File: src/rtl/stack_pkg.sv
// Shared types for the parametrised LIFO stack: operation encoding and count-width helper.
package stack_pkg;

    typedef enum logic [2:0] {
        OP_IDLE,
        OP_PUSH,
        OP_POP,
        OP_SWAP,
        OP_BYPASS,
        OP_FLUSH
    } stack_op_t;

    // Bits needed to hold 0..depth; never less than one bit.
    function automatic int unsigned count_width(input int unsigned depth);
        if (depth < 2)
            count_width = 1;
        else
            count_width = $clog2(depth + 1);
    endfunction

endpackage

File: src/rtl/stack_op_dec.sv
// Decodes push/pop/flush against the current stack status into one operation plus reject flags.
module stack_op_dec
    import stack_pkg::*;
(
    input  logic      push,
    input  logic      pop,
    input  logic      flush,
    input  logic      empty,
    input  logic      full,
    output stack_op_t op,
    output logic      ovf,
    output logic      unf
);

    always_comb begin
        op  = OP_IDLE;
        ovf = 1'b0;
        unf = 1'b0;
        if (flush) begin
            op = OP_FLUSH;
        end else if (push && pop) begin
            op = empty ? OP_BYPASS : OP_SWAP;
        end else if (push) begin
            if (full)
                ovf = 1'b1;
            else
                op = OP_PUSH;
        end else if (pop) begin
            if (empty)
                unf = 1'b1;
            else
                op = OP_POP;
        end
    end

endmodule

File: src/rtl/param_stack.sv
// Parametrised LIFO stack with status, error pulses, swap/bypass and flush.
// Optional PARAM_STACK_HIGH_WATER_EN adds a high_water output (max count since reset).
module param_stack
    import stack_pkg::*;
#(
    parameter int unsigned WIDTH = 3,
    parameter int unsigned DEPTH = 8,
    parameter int unsigned CW    = count_width(DEPTH)
) (
    input  logic             clk,
    input  logic             a_rst,
    input  logic             push,
    input  logic             pop,
    input  logic             flush,
    input  logic [WIDTH-1:0] din,
    output logic [WIDTH-1:0] dout,
    output logic             dout_valid,
    output logic [WIDTH-1:0] top,
    output logic [CW-1:0]    count,
    output logic             empty,
    output logic             full,
    output logic             overflow,
    output logic             underflow
`ifdef PARAM_STACK_HIGH_WATER_EN
    ,
    output logic [CW-1:0]    high_water
`endif
);

    localparam int unsigned AW = $clog2(DEPTH);

    logic [WIDTH-1:0] mem [DEPTH];
    logic [AW-1:0]    top_idx;
    logic [AW-1:0]    wr_idx;
    stack_op_t        op;
    logic             ovf;
    logic             unf;

    // Indices are only used when the decoder has already ruled out empty/full.
    assign top_idx = AW'(count - CW'(1));
    assign wr_idx  = AW'(count);
    assign empty   = (count == '0);
    assign full    = (count == CW'(DEPTH));
    assign top     = empty ? '0 : mem[top_idx];

    stack_op_dec u_dec (
        .push  (push),
        .pop   (pop),
        .flush (flush),
        .empty (empty),
        .full  (full),
        .op    (op),
        .ovf   (ovf),
        .unf   (unf)
    );

    always_ff @(posedge clk) begin
        if (a_rst) begin
            count      <= '0;
            dout       <= '0;
            dout_valid <= 1'b0;
            overflow   <= 1'b0;
            underflow  <= 1'b0;
            mem        <= '{default: '0};
        end else begin
            dout_valid <= 1'b0;
            overflow   <= ovf;
            underflow  <= unf;
            case (op)
                OP_FLUSH: begin
                    count <= '0;
                end
                OP_PUSH: begin
                    mem[wr_idx] <= din;
                    count       <= count + CW'(1);
                end
                OP_POP: begin
                    dout       <= mem[top_idx];
                    count      <= count - CW'(1);
                    dout_valid <= 1'b1;
                end
                OP_SWAP: begin
                    dout         <= mem[top_idx];
                    mem[top_idx] <= din;
                    dout_valid   <= 1'b1;
                end
                OP_BYPASS: begin
                    dout       <= din;
                    dout_valid <= 1'b1;
                end
                default: ;
            endcase
        end
    end

`ifdef PARAM_STACK_HIGH_WATER_EN
    // Tracks the registered count, so it trails a rising count by one cycle; flush does not clear it.
    always_ff @(posedge clk) begin
        if (a_rst)
            high_water <= '0;
        else if (count > high_water)
            high_water <= count;
    end
`else
    // High-water tracking not built.
`endif

endmodule

File: config.mk
export PLATFORM = sky130hd
export DESIGN_NAME = param_stack
export DESIGN_NICKNAME = d
export VERILOG_FILES = /design/src/rtl/stack_pkg.sv /design/src/rtl/stack_op_dec.sv /design/src/rtl/param_stack.sv
export SDC_FILE = /design/constraint.sdc
export NUM_CORES = 1
export LEC_CHECK = 0
export ABC_AREA = 1
export CAP_MARGIN = 0
export CORE_ASPECT_RATIO = 1.75
export CORE_MARGIN = 2
export CORE_UTILIZATION = 40
export DETAILED_ROUTE_END_ITERATION = 12
export GPL_TIMING_DRIVEN = 0
export PLACE_DENSITY = 0.58
export SLEW_MARGIN = 20
export SYNTH_ARGS = -nofsm -noshare
export SYNTH_HDL_FRONTEND = slang
export SYNTH_HIERARCHICAL = 1
export SYNTH_SLANG_ARGS = --single-unit
File: constraint.sdc
create_clock -name clk -period 2.3 [get_ports clk]
set_input_delay 0.23 -clock clk [delete_from_list [all_inputs] [get_ports clk]]
set_output_delay 0.23 -clock clk [all_outputs]
set_load 0.05 [all_outputs]
==> impl_metrics.ini <==
; yosys + openroad results
[final_layout]
lay_top_count = nand2_1
sh_comb_area_pct = 49.0
largest_reg_flops = 24
drive_gt1_share_pct = 17.3
reg_top3 = mem (24), count (4), dout (3)
buffers = 31
fill_cells = 541
register_area_um2 = 688
n_antenna_cell = 0
stdcell_count = 430
seq-cell-share_pct = 26.0
area_growth_pct = 25.0

[yosys]
mux_area_share_pct = 0
adder_share_pct = 1.18
edf_count = 0
synth.avg_cell_area_um2 = 6.08
yosysUniqueCellTypes = 26
top_cell = nand2_1
simple_gate_share_pct = 46.3
xor_area_share_pct = 0.414
top_cells_by_count = nand2_1, nor2_1, inv_1
syn-num-nets = 358
ys_seq_elements = 34

[global_routing]
grt_overflow_total = 0
first_global_vias = 1890
grt_use_met3_pct = 2.84
track_usage_pct = 19.4

[setup_path]
critical_path.startpoint = count[0]
worst_path_max_delay_cell = dfxtp_4
critPathKind = reg2reg
cp.required_ns = 2.48
critical_path_depth = 13

[sta]
fmax_mhz = 462
max_slew.worst_pin.slew_ns = 0.497
slew_violations = 0
whs_ns = 0.253

[drt]
ant_nets = 0
wl_met2_mm = 2.94
wl_per_cell_um = 12.4
drc = 4

[pwr]
p_leak_nw = 1.31
pg_comb_mw = 0.730
p_sw_mw = 0.772
internal_power_mw = 1.29

[clock_network]
postCtsSetupRepairBufs = 0
ctsResizeCount = 23
cts_buffers = 5

[status]
status = finished, violations left
violations = DRC

[place]
dp.cells = 421

[floorplanning]
core_um2 = 5170
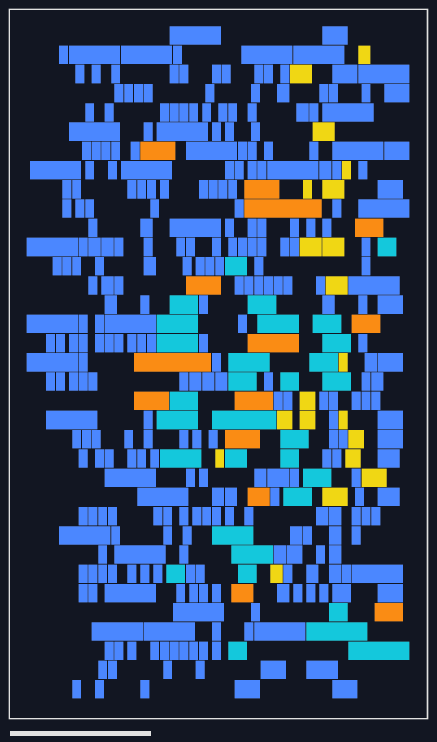
(drive-strength map)
The bar under the picture is 20 um long.
| size | colour | cells | share |
|---|---|---|---|
| drive 1 or less | blue | 310 | 83% |
| drive 2 | yellow | 20 | 5.3% |
| drive 3 to 4 | cyan | 31 | 8.3% |
| drive 6 and up | orange | 14 | 3.7% |
setup ws final: 0.138 ns
fin area: 2640 um^2

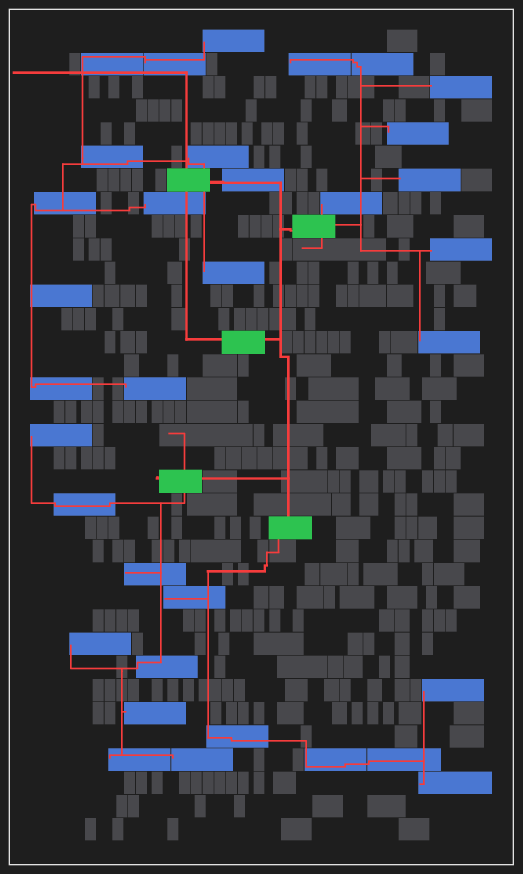
(clock wires, drivers and flops)
[cells driving clock nets] green | count: 5
[flip-flops] blue | count: 34
[clock wires] red | length: 502 um
routed clock nets: 6
flops lie: widely spread
clock group total power: 0.676 mW
worst skew pair latency: 0.29 ns
Clock Skew: 0.00692 ns

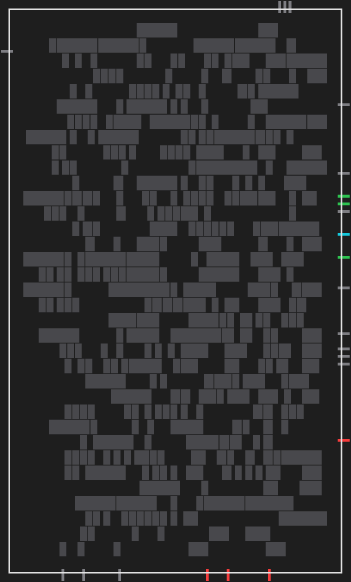
(I/O pins on the die edge)
Pins as bars across the die edge, other pins in grey.
| port | colour | pins | direction | edge |
|---|---|---|---|---|
| `top` | green | 3 | output | right |
| `count` | red | 4 | output | 3 bottom, 1 right |
| `overflow` | cyan | 1 | output | right |
PortBufs: 18
Die Wd: 59.0 um
die height: 100 um

Power and IR drop assume default switching activity.
